==> run_1/m1.png <==
Scale: 4 px per µm.
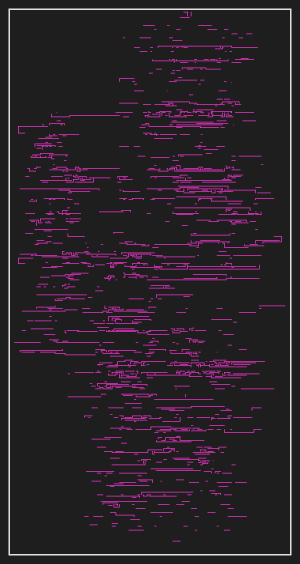
==> run_1/sizing.png <==
Scale: 4 px per µm.
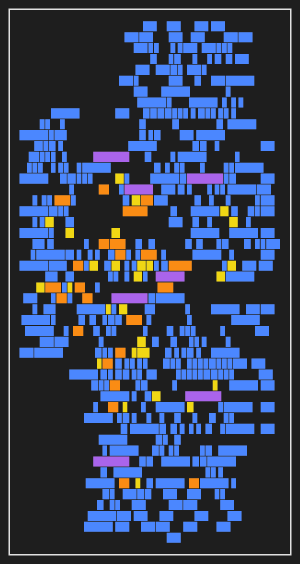
==> run_1/congestion_map.png <==
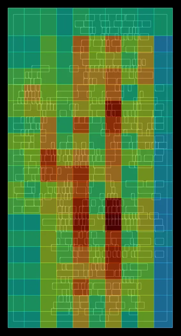
## src/rtl/cmd_pkg.sv

```systemverilog
// cmd_pkg: opcodes, operand addresses and FSM states shared by the command frame decoder.
package cmd_pkg;
   localparam logic [7:0] CMD_RF_WR   = 8'hAA;
   localparam logic [7:0] CMD_RF_RD   = 8'hBB;
   localparam logic [7:0] CMD_ALU_OP  = 8'hCC;
   localparam logic [7:0] CMD_ALU_NOP = 8'hDD;
   localparam int OPA_ADDR = 0;
   localparam int OPB_ADDR = 1;

   typedef enum logic [3:0] {
      IDLE, WR_ADDR, WR_DATA, RD_ADDR, RD_WAIT, ALU_A,
      ALU_B, ALU_FUN, ALU_WAIT, TX_LSB, TX_MSB, TX_RD
   } state_t;

   // States that expect another byte of the current frame
   function automatic logic byte_wait(state_t s);
      return s inside {WR_ADDR, WR_DATA, RD_ADDR, ALU_A, ALU_B, ALU_FUN};
   endfunction

   // States that are busy with an operation and cannot take bytes
   function automatic logic busy(state_t s);
      return s inside {RD_WAIT, ALU_WAIT, TX_LSB, TX_MSB, TX_RD};
   endfunction
endpackage

```

## src/rtl/frame_timeout_cnt.sv

```systemverilog
// frame_timeout_cnt: idle-cycle counter that flags expiry after TIMEOUT_CYC-1 counted cycles.
module frame_timeout_cnt #(
   parameter int TIMEOUT_CYC = 1024
) (
   input  logic i_clk,
   input  logic i_rst_n,
   input  logic i_clr,
   input  logic i_en,
   output logic o_expire
);
   localparam int CW = $clog2(TIMEOUT_CYC);

   logic [CW-1:0] r_cnt;

   assign o_expire = i_en && (r_cnt == CW'(TIMEOUT_CYC - 1));

   always_ff @(posedge i_clk) begin
      if (!i_rst_n || i_clr || o_expire)
         r_cnt <= '0;
      else if (i_en)
         r_cnt <= r_cnt + 1'b1;
   end
endmodule

```

## src/rtl/cmd_frame_decoder.sv

```systemverilog
// cmd_frame_decoder: parses rx bytes into register-file / ALU commands and
// streams result bytes out over a valid/ready interface.
module cmd_frame_decoder
   import cmd_pkg::*;
#(
   parameter int DATA_WIDTH    = 8,
   parameter int ADDR_WIDTH    = 4,
   parameter int ALU_OUT_WIDTH = 16,
   parameter int FUN_WIDTH     = 4,
   parameter int TIMEOUT_CYC   = 1024
) (
   input  logic                     D_CLK,
   input  logic                     D_RST,
   input  logic [DATA_WIDTH-1:0]    rx_data,
   input  logic                     rx_valid,
   output logic [ADDR_WIDTH-1:0]    rf_addr,
   output logic [DATA_WIDTH-1:0]    rf_wr_data,
   output logic                     rf_wr_en,
   output logic                     rf_rd_en,
   input  logic [DATA_WIDTH-1:0]    rf_rd_data,
   input  logic                     rf_rd_valid,
   output logic [FUN_WIDTH-1:0]     alu_fun,
   output logic                     alu_en,
   input  logic [ALU_OUT_WIDTH-1:0] alu_out,
   input  logic                     alu_out_valid,
   output logic [DATA_WIDTH-1:0]    tx_data,
   output logic                     tx_valid,
   input  logic                     tx_ready,
   output logic                     frame_err
);
   state_t                r_state;
   logic [DATA_WIDTH-1:0] r_alu_msb;
   logic                  w_wait;
   logic                  w_expire;

   assign w_wait = byte_wait(r_state);

   frame_timeout_cnt #(.TIMEOUT_CYC(TIMEOUT_CYC)) u_timeout (
      .i_clk    (D_CLK),
      .i_rst_n  (D_RST),
      .i_clr    (!w_wait || rx_valid),
      .i_en     (w_wait && !rx_valid),
      .o_expire (w_expire)
   );

   always_ff @(posedge D_CLK) begin
      if (!D_RST) begin
         r_state    <= IDLE;
         r_alu_msb  <= '0;
         rf_addr    <= '0;
         rf_wr_data <= '0;
         rf_wr_en   <= 1'b0;
         rf_rd_en   <= 1'b0;
         alu_fun    <= '0;
         alu_en     <= 1'b0;
         tx_data    <= '0;
         tx_valid   <= 1'b0;
         frame_err  <= 1'b0;
      end else begin
         rf_wr_en  <= 1'b0;
         rf_rd_en  <= 1'b0;
         alu_en    <= 1'b0;
         frame_err <= rx_valid && busy(r_state);
         if (w_expire) begin
            frame_err <= 1'b1;
            r_state   <= IDLE;
         end else begin
            case (r_state)
               IDLE: if (rx_valid) begin
                  if (rx_data == DATA_WIDTH'(CMD_RF_WR))        r_state <= WR_ADDR;
                  else if (rx_data == DATA_WIDTH'(CMD_RF_RD))   r_state <= RD_ADDR;
                  else if (rx_data == DATA_WIDTH'(CMD_ALU_OP))  r_state <= ALU_A;
                  else if (rx_data == DATA_WIDTH'(CMD_ALU_NOP)) r_state <= ALU_FUN;
                  else                                          frame_err <= 1'b1;
               end
               WR_ADDR: if (rx_valid) begin
                  rf_addr <= rx_data[ADDR_WIDTH-1:0];
                  r_state <= WR_DATA;
               end
               WR_DATA: if (rx_valid) begin
                  rf_wr_data <= rx_data;
                  rf_wr_en   <= 1'b1;
                  r_state    <= IDLE;
               end
               RD_ADDR: if (rx_valid) begin
                  rf_addr  <= rx_data[ADDR_WIDTH-1:0];
                  rf_rd_en <= 1'b1;
                  r_state  <= RD_WAIT;
               end
               RD_WAIT: if (rf_rd_valid) begin
                  tx_data  <= rf_rd_data;
                  tx_valid <= 1'b1;
                  r_state  <= TX_RD;
               end
               ALU_A: if (rx_valid) begin
                  rf_addr    <= ADDR_WIDTH'(OPA_ADDR);
                  rf_wr_data <= rx_data;
                  rf_wr_en   <= 1'b1;
                  r_state    <= ALU_B;
               end
               ALU_B: if (rx_valid) begin
                  rf_addr    <= ADDR_WIDTH'(OPB_ADDR);
                  rf_wr_data <= rx_data;
                  rf_wr_en   <= 1'b1;
                  r_state    <= ALU_FUN;
               end
               ALU_FUN: if (rx_valid) begin
                  alu_fun <= rx_data[FUN_WIDTH-1:0];
                  alu_en  <= 1'b1;
                  r_state <= ALU_WAIT;
               end
               ALU_WAIT: if (alu_out_valid) begin
                  tx_data   <= alu_out[DATA_WIDTH-1:0];
                  r_alu_msb <= alu_out[DATA_WIDTH +: DATA_WIDTH];
                  tx_valid  <= 1'b1;
                  r_state   <= TX_LSB;
               end
               TX_LSB: if (tx_ready) begin
                  tx_data <= r_alu_msb;
                  r_state <= TX_MSB;
               end
               TX_MSB, TX_RD: if (tx_ready) begin
                  tx_valid <= 1'b0;
                  r_state  <= IDLE;
               end
               default: r_state <= IDLE;
            endcase
         end
      end
   end
endmodule

```

## config.mk

```make
export PLATFORM = sky130hd
export DESIGN_NAME = cmd_frame_decoder
export DESIGN_NICKNAME = d
export VERILOG_FILES = /design/src/rtl/cmd_pkg.sv /design/src/rtl/frame_timeout_cnt.sv /design/src/rtl/cmd_frame_decoder.sv
export SDC_FILE = /design/constraint.sdc
export NUM_CORES = 1
export LEC_CHECK = 0
export ABC_AREA = 1
export CAP_MARGIN = 20
export CORE_AREA = 2 2 68 134
export CTS_CLUSTER_SIZE = 8
export DETAILED_ROUTE_END_ITERATION = 16
export DIE_AREA = 0 0 70 136
export SYNTH_ARGS = -nofsm -noshare
export SYNTH_HDL_FRONTEND = slang
export SYNTH_HIERARCHICAL = 1
export SYNTH_SLANG_ARGS = --single-unit
```

## constraint.sdc

```tcl
create_clock -name D_CLK -period 2.3 [get_ports D_CLK]
set_input_delay 0.575 -clock D_CLK [delete_from_list [all_inputs] [get_ports D_CLK]]
set_output_delay 0.575 -clock D_CLK [all_outputs]
set_load 0.005 [all_outputs]
```

==> results_slide.txt, run 1 <==
Implementation Results

Setup path
  • CP most frequent cell: inv_1
  • CP arrival: 2.26 ns
  • Crit path launch type: primary input
  • R2R Setup Slk: 0.48 ns
  • RR Startpoint: r_state[1]
  • Crit path DRT: 2.48 ns
  • Setup CP Type: in2reg
  • CP Buf/Inv Count: 6
  • Slowest CP cell: clkdlybuf4s50_1
  • Peak per-stage delay on the critical path: 0.42 ns

Power and ir drop
  • Worst vdd ir: 0.000312 V
  • PD cells: 780 nW/µm²
  • Tot Pwr: 2.80 mW

Logic synthesis
  • Yosys stat area: 2570 µm²
  • Post-synth cell types: 31
  • Register area share after synthesis: 39.7%
  • Floorplan net count: 418
  • Ys cells: 379
  • Synth Cell Area: 2570 µm²

Die
  • Die Wd: 70 µm
  • Placeable Area: 8530 µm²
  • Die Y-Extent: 136 µm
  • Std-Cell Rows: 48

Drt
  • Drt total wl: 6900 µm
  • Drt pass-1 iters: 4
  • DR vias: 2577
  • DRT iter0 DRCs: 163
  • DRC Markers: 0
  • Routed vias/inst: 4.59

Place
  • Placed Cells: 554
  • Pre-CTS setup slack: -0.126 ns
  • Port buffer count: 66
  • Placed Area: 3440 µm²
  • Placer's final routability congestion estimate: 0.868

GRT
  • Vias in the first global route: 2526
  • Global route total overflow: 0
  • Initial antenna violation count: 0

Finish
  • Comb area: 1320 µm²
  • Post-route cell area: 3590 µm²
  • Synth-to-Final Area Change: 39.6%
  • Top cell excl fill/tap: nand2_1
  • Share of post-route cells with drive strength above 1: 12.3%

Clock network
  • CTS sink cnt: 51
  • Insertion Delay late pin: 0.30 ns
  • Post-cts hold-fix buffer tally: 0
  • CTS max path bufs: 2

Worst hold path
  • Hold_sp: r_alu_msb[0]
  • Hold Crit Class: reg2reg
  • WHS Endpoint: r_alu_msb[0]
  • Worst Hold Path Cells: 2

Final timing
  • Max Slew Vio Count: 0
  • Period utilisation layout: 90.4%
  • Skew final: 0.00860 ns
  • Relative slew margins: 75.5%

Flow run
  • Max Cap Viol: 0

Outcome
  • Status: completed
Notes on m1.png above:
main direction: horizontal
longest straight run: 19.8 µm
share of all routed wire: 36%
wire length on this layer: 2510 µm
nets with wire on the layer: 452

Notes on sizing.png above:
legend:
  x1 and smaller:
    color: blue
    cells: 405
  x3 and x4:
    color: orange
    cells: 23
  x6 and larger:
    color: purple
    cells: 7
  x2:
    color: yellow
    cells: 27

Notes on congestion_map.png above:
met2 Resource Use GR: 29.7%
M1 GR Usage: 14.4%
Final Core Density: 42.1%
gr usage total: 15.0%

-- run 1: power breakdown --
part / total (mW) / internal [mW] / switching (mW)
clock: 0.730 / 0.402 / 0.328
combinational: 0.997 / 0.462 / 0.536
sequential: 1.07 / 1.00 / 0.0681
total: 2.80 / 1.86 / 0.932
-- run 1: per-stage QoR --
| stage | TNS (ns) | hold WS (ns) |
|---|---|---|
| detailed placement | -2.13 | 0.436 |
| global route | 0 | 0.474 |
| floorplan | 0 | 0.424 |
| CTS | 0 | 0.447 |
| finish | 0 | 0.442 |
| global placement | -0.915 | 0.434 |
-- run 1: how the worst max path moves through the flow --
stage	startpoint	end	slack [ns]	depth (start not counted)
CTS	rx_valid	alu_fun[2]	0.19	14
global placement	rx_valid	tx_data[0]	-0.05	14
finish	rx_valid	alu_fun[2]	0.22	14
detailed placement	rx_valid	alu_fun[2]	-0.13	14
global route	rx_valid	tx_data[0]	0.003	14
floorplan	rx_valid	r_alu_msb[5]	0.29	12
-- run 1: routing by layer --
metal,vias up,wire (µm),track usage [%]
met4,0,150,7.05
li1,1353,-,-
met1,1168,2510,14.4
met3,8,248,2.82
met5,-,0,0
met2,48,4000,29.7
-- run 1: state kept, by name (all words and copies together), names as in the netlist --
| signal | count |
|---|---|
| alu_en | 1 |
| alu_fun | 4 |
| frame_err | 1 |
| r_alu_msb | 8 |
| r_state | 4 |
| rf_addr | 4 |
| rf_rd_en | 1 |
| rf_wr_data | 8 |
| rf_wr_en | 1 |
| tx_data | 8 |
| tx_valid | 1 |
| u_timeout/r_cnt | 10 |
-- run 1: Yosys cell counts, drive strengths merged --
| master | n | area share (%) |
|---|---|---|
| clkinv | 2 | 0.54 |
| clkbuf | 2 | 0.29 |
| a22oi | 1 | 0.29 |
| xor2 | 2 | 0.68 |
| inv | 51 | 7.5 |
| mux2i | 1 | 0.39 |
| a21oi | 31 | 6.5 |
| ha | 1 | 0.49 |
| nand3b | 2 | 0.58 |
| nand2 | 90 | 15 |
| nor2 | 77 | 14 |
| dfxtp | 51 | 40 |
| buf | 3 | 0.83 |
| nor3 | 2 | 0.39 |
| o21ai | 34 | 6.8 |
| nand3 | 21 | 4.6 |
| xnor2 | 2 | 0.68 |
| nand4 | 5 | 1.2 |
| a31oi | 1 | 0.24 |
-- run 1: logic make-up after synthesis --
family          count (synthesis)  share of synthesized area [%]
compound gates                 67                           13.8
mux                             1                          0.390
flops                          51                           39.7
buf+inv                        58                           9.11
simple gates                  197                           35.1
xor+xnor                        4                           1.36
fa+ha+maj                       1                          0.487
-- run 1: worst min-delay path, delay by kind of cell, from the launching register on --
family	cells	cell delay [ns]
buffers and inverters	1	0.04
DFF	1	0.31
AOI/OAI and AO/OA	1	0.05
-- run 1: layout make-up --
class,count,area share (%)
well taps,100,3.49
flip-flops and latches,51,28.5
repair buffers,80,21.7
inverters,53,5.72
clock buffers,6,3.59
clock inverters,2,0.349
multi-input cells,270,36.7
==> run 2: changes to the inputs <==
--- a/config.mk
+++ b/config.mk
@@ -8,8 +8,10 @@
 export ABC_AREA = 1
 export CAP_MARGIN = 20
-export CORE_AREA = 2 2 68 134
+export CORE_AREA = 2 2 55 108
 export CTS_CLUSTER_SIZE = 8
 export DETAILED_ROUTE_END_ITERATION = 16
-export DIE_AREA = 0 0 70 136
+export DIE_AREA = 0 0 57 110
+export PLACE_DENSITY = 0.78
+export SLEW_MARGIN = 20
 export SYNTH_ARGS = -nofsm -noshare
 export SYNTH_HDL_FRONTEND = slang
==> constraint.sdc (replaced) <==
create_clock -name D_CLK -period 2.3 [get_ports D_CLK]
set_input_delay 0.46 -clock D_CLK [delete_from_list [all_inputs] [get_ports D_CLK]]
set_output_delay 0.46 -clock D_CLK [all_outputs]
set_load 0.005 [all_outputs]
==> run_2/closeup.png <==
Window x 2 to 27, y 70 to 95 µm. Cells in gray, sequential cells in the stronger gray; small squares are vias.
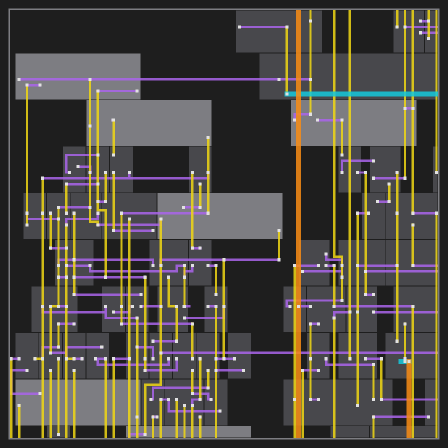
legend:
  M4:
    color: orange
  M2:
    color: yellow
  M1:
    color: purple
  M3:
    color: cyan
cells with their middle in the window: 50
most frequent: nand2_1 (11), inv_1 (8), nor2_1 (6)
netlist names of flops here include: u_timeout/r_cnt (4), tx_valid (1)
sequential cells in the window: 5

==> run 2 against run 1 <==
  * Cell area shrank 3.5%
  * Synthesized area unchanged
  * Non-clock buffer count decreased by 3
  * Critical endpoint is now rf_wr_data[1]
  * Sequential share of layout area is 1.0 points higher
  * Combinational power fell by 2.0%
  * Flip-flop count is the same
  * Via count is 2.1% higher
  * Total power fell by 5.1%
  * Final cell count down 7.8%
  * Register-to-register slack worse by 0.25 ns
  * Die size decreased by 34%
==> results_slide.txt, run 2 <==
Implementation Results

Logic synthesis
  • Most common cell in the netlist: nand2_1 (unchanged)
  • Post-synth EDFFs: 0 (unchanged)
  • Synth Cell Area: 2570 µm² (unchanged)
  • Yosys stat area: 2570 µm² (unchanged)
  • Post-synth cell types: 31 (unchanged)
  • Ys cells: 379 (unchanged)
  • Yosys top cell by area: dfxtp_1 (unchanged)
  • Register area share after synthesis: 39.7% (unchanged)

Drt
  • DRT iter0 DRCs: 51 (was 163)
  • DRC Markers: 0 (unchanged)
  • Drt total wl: 6560 µm (was 6900 µm)
  • Routed vias/inst: 5.08 (was 4.59)

Final timing
  • Period utilisation layout: 90.1% (was 90.4%)
  • Skew final: 0.00492 ns (was 0.00860 ns)
  • Hold_ws: 0.448 ns (was 0.442 ns)
  • Relative slew margins: 75.5% (about the same)
  • Max Slew Vio Count: 0 (unchanged)

Die
  • Die Wd: 57 µm (was 70 µm)
  • Die Y-Extent: 110 µm (was 136 µm)
  • Std-Cell Rows: 38 (was 48)

Setup path
  • Crit path DRT: 2.51 ns (was 2.48 ns)
  • Crit path launch type: flip-flop (was primary input)
  • Slowest CP cell: dfxtp_1 (was clkdlybuf4s50_1)
  • CP most frequent cell: nor2_1 (was inv_1)
  • Peak per-stage delay on the critical path: 0.49 ns (was 0.42 ns)
  • CP Buf/Inv Count: 5 (was 6)

Worst hold path
  • Hold Crit Class: reg2reg (unchanged)

Place
  • Placer's final routability congestion estimate: 0.865 (was 0.868)
  • Port buffer count: 66 (unchanged)

Power and ir drop
  • Worst vdd ir: 0.000732 V (was 0.000312 V)
  • PD cells: 767 nW/µm² (was 780 nW/µm²)

Flow run
  • Max Cap Viol: 0 (unchanged)

Clock network
  • CTS sink cnt: 51 (unchanged)
  • Post-cts hold-fix buffer tally: 0 (unchanged)
  • CTS max path bufs: 2 (unchanged)
  • Insertion Delay late pin: 0.31 ns (was 0.30 ns)

Finish
  • Biggest register: u_timeout/r_cnt (unchanged)
  • Top cell excl fill/tap: nand2_1 (unchanged)
  • Largest register FFs: 10 (unchanged)

GRT
  • Global route total overflow: 0 (unchanged)
  • Vias in the first global route: 2530 (was 2526)
  • Global route hottest layer: met2 (unchanged)
  • M1 GR Usage: 21.2% (was 14.4%)

Outcome
  • Status: completed (unchanged)
-- run 2: logic make-up (layout without fill, tap and decap cells) --
group                      count (synthesis)  in the layout  synth area share [%]
and+or+nand+nor                          197            197                  35.1
AOI/OAI and AO/OA                         67             67                  13.8
adders and majority gates                  1              1                 0.487
xor gates and xnor gates                   4              4                  1.36
DFF                                       51             51                  39.7
buffers and inverters                     58            137                  9.11
muxes                                      1              1                 0.390
-- run 2: final timing paths --
path / from / to / slack, ns / cells after the start
worst max register to register: r_state[1] / rf_wr_data[1] / 0.23 / 14
worst min register to register: r_alu_msb[2] / r_alu_msb[2] / 0.45 / 2
worst max-delay path: r_state[1] / rf_wr_data[1] / 0.23 / 14
worst min-delay path: r_alu_msb[2] / r_alu_msb[2] / 0.45 / 2
-- run 2: metrics by stage --
| stage | power [mW] | util (%) | worst slack, ns | area [µm²] | std cells |
|---|---|---|---|---|---|
| 4_1_cts | 2.68 | 63.9 | 0.275 | 3460 | 518 |
| 3_3_place_gp | 2.05 | 62.0 | 0.0815 | 3360 | 511 |
| 5_1_grt | 2.85 | 63.9 | 0.0483 | 3460 | 518 |
| 6_report | 2.66 | 63.9 | 0.227 | 3460 | 518 |
| 2_1_floorplan | 1.67 | - | 0.339 | 2570 | 379 |
| 3_5_place_dp | 2.07 | 62.0 | -0.00922 | 3360 | 511 |
-- run 2: layout make-up --
cell class | instances | area (µm²) | share of cell area [%]
sequential | 51 | 1020 | 29.5
tap | 60 | 75.1 | 2.17
multi-input combinational | 270 | 1310 | 38.0
inverter | 53 | 205 | 5.93
clock buffer | 6 | 72.6 | 2.10
clock inverter | 1 | 30.0 | 0.868
timing repair buffer | 77 | 743 | 21.5
-- run 2: report_power, final --
part / switching [mW] / internal (mW) / leakage (nW)
sequential: 0.0756 / 1.00 / 0.413
combinational: 0.524 / 0.453 / 0.997
clock: 0.283 / 0.319 / 0.0513
-- run 2: routing by layer --
layer  routed length (µm)  share of wire [%]
met5                    0                  0
met1                 2290                 35
met2                 3780                 58
met3                  270                4.1
met4                  216                3.3
-- run 2: worst min-delay path, stage by stage (launching register included) --
cell and delay (ns):
dfxtp_1 0.31, inv_1 0.05, a21oi_1 0.05
Power figures rest on the tool's default switching activity, not on a simulated workload.
